==> config.mk <==
export PLATFORM = sky130hd
export DESIGN_NAME = mnacidpro_sequencer_flat
export DESIGN_NICKNAME = d
export VERILOG_FILES = /design/src/rtl/mnacidpro_pkg.sv /design/src/rtl/mnacidpro_if.sv /design/src/rtl/mnacidpro_pump_phase.sv /design/src/rtl/mnacidpro_sequencer.sv /design/src/flat_wrapper.sv
export SDC_FILE = /design/constraint.sdc
export NUM_CORES = 1
export LEC_CHECK = 0
export ABC_AREA = 1
export CAP_MARGIN = 15
export CORE_MARGIN = 2
export CORE_UTILIZATION = 54
export DETAILED_ROUTE_END_ITERATION = 12
export GPL_ROUTABILITY_DRIVEN = 0
export HOLD_SLACK_MARGIN = 0.15
export PLACE_DENSITY = 0.8
export SLEW_MARGIN = 20
export SYNTH_ARGS = -nofsm -noshare
export SYNTH_HDL_FRONTEND = slang
export SYNTH_SLANG_ARGS = --single-unit
==> constraint.sdc <==
create_clock -name clk -period 3.1 [get_ports clk]
set_input_delay 0.62 -clock clk [delete_from_list [all_inputs] [get_ports clk]]
set_output_delay 0.62 -clock clk [all_outputs]
set_load 0.005 [all_outputs]
Figure 1. I/O nets highlighted.
Scale bar: 50 microns.
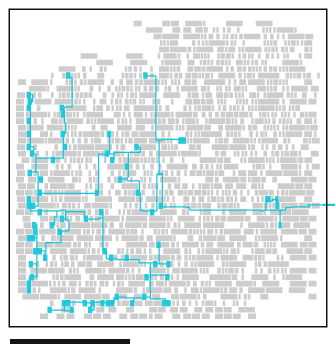
Cyan shows rst_n, bits 1, direction input, edge right, end cells 75, wire 691 microns.
io pins: 143
Port Buf Inserts: 142

Figure 2. Metal 2.
Scale bar: 50 microns.
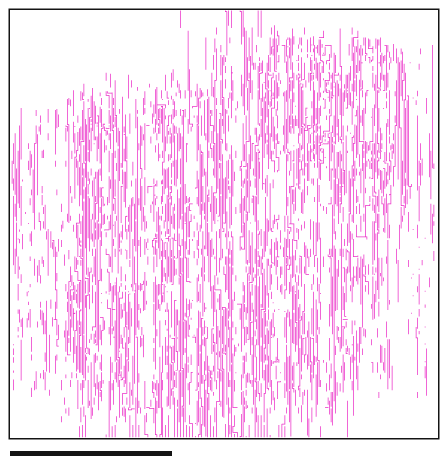
1228 nets have wire on it. The wires run mostly vertical. The longest straight run is 64.9 microns.
WL final: 25600 microns
M2 GR Usage: 47.6%
Via Count: 8888

==> results_slide.txt <==
Synthesis and Place & Route Summary

Job
  • Warning total across the stage logs: 34

STA
  • Setup TNS: 0 ns
  • Setup Viol. Count Final: 0
  • Post-layout period usage: between 90% and 100%
  • Worst-Margin Slew: slightly below 0.7 ns
  • Tmin final: 2.87 ns
  • Max frequency: ~350 MHz
  • Slew Limit Headroom: a little over half
  • Unrepaired setup endpoints after global routing: false
  • Setup WS post-layout: 0.229 ns
  • Min Hold Slack: 0.453 ns

Power
  • Sequential fraction of design power: a little under two fifths
  • P per Cell Area: a little under 700 nW/um^2
  • Switch share: between 30% and 40%
  • P_sw: roughly 2.9 mW
  • Clk pwr share: between 20 and 30%
  • Cell Int Power: between 4 and 5 mW
  • Lkg Pwr: 4.66 nW

Global routing
  • Grt ovf: 0
  • Initial antenna violation count: 0
  • Gr usage total: ~30%
  • Largest net degree at the start of global routing: roughly 150
  • Vias in the first global route: 8316

Setup path
  • CP cell instances: inv_1, ha_1, nand3_4, nor2_2, nand3_2, inv_1, a21oi_1, o21ai_0, nand2_1, buf_4, ha_1, nand2_1, nand2_1, nor2_4, nand2_1, a21oi_1
  • Setup slack, reg-to-reg: 0.23 ns
  • Setup CP Type: register to register
  • CP max stage delay: 0.33 ns
  • Crit-path leading delay family: simple AND/OR/NAND/NOR gates
  • WP data arrival: roughly 3.2 ns
  • Worst path depth: 16
  • Setup crit end kind: register
  • Worst setup SP type: register

Layout
  • Nets: between 1500 and 2000
  • Area Overhead vs Synth: 24.1%
  • # fillers: roughly 1400
  • Sequential share of cell area: roughly a third
  • Register Area: roughly 3500 sq um
  • Non-clock buffers: around 170
  • Flops: roughly 180
  • Largest cell class: logic gates
  • ClkCell Share: under 10%
  • Multi-input gates: 880
  • Comb area: 4410 sq um
  • Post-layout util: ~69%
  • Non-clk invs: between 150 and 200
  • Layout clock buffers: 17

Synth
  • Count leader, synth: nand2_1
  • Top cells by count, synth: nand2_1, dfxtp_1, a21oi_1, inv_1, o21ai_0
  • Synth cell types: between 40 and 50
  • Mux area share: 0%
  • Simple-gate share of the synthesized area: 27.0%
  • Yosys warning tally: 0
  • Flops after synth: 175
  • Synth Area per Inst: between 6 and 7 sq um
  • Area fraction in compound gates: ~19%
  • Seq share, synth: 39.5%
  • Post-synth EDFFs: 0
  • Cells after Synth: roughly 1300
  • Mapped Area: about 9000 sq um
  • YS chip area: about 8900 sq um

Worst hold path
  • Hold Path Class: register to register

Drt
  • Vias per inst: around 5.5
  • M1 WL: roughly 11000 microns
  • DRC errors left: 0
  • Initial DRC count: roughly 850
  • ANT nets after route: 0
  • DR pass1 iterations: 6

Clock tree
  • Clk sinks: about 180
  • PostCTS Resize Cnt: 0
  • Cts bufs inserted: 17
  • CTS tree: done

Placed design
  • Hpwl dp: roughly 18000 microns
  • Inst Count DP: about 1600

Floorplan
  • Fp_density: between 50% and 60%
  • Die area: between 15000 and 20000 sq um
  • Vertical die size: roughly 130 microns
  • Row count: about 46

Status
  • Status: finished, final reports clean
[layer usage]
metal,vias up,global-route usage [%]
met3,74,6.07
met1,4059,37.5
met5,-,0
met4,0,12.7
li1,4409,-
met2,346,47.6
[per-stage QoR]
stage,total power [mW],area [sq um]
3_3_place_gp,5.42,10400
3_5_place_dp,5.46,10400
2_1_floorplan,4.75,8860
6_report,7.56,11000
5_1_grt,7.99,11000
4_1_cts,7.53,11000
[power by group through the flow]
stage	Clock, mW	Sequential (mW)	Combinational, mW
floorplan	0	2.81	1.94
global placement	0	2.85	2.57
detailed placement	0	2.86	2.60
CTS	2.09	2.81	2.64
global route	2.19	2.85	2.95
finish	2.08	2.82	2.66
Power is estimated from default activity; no workload was simulated.
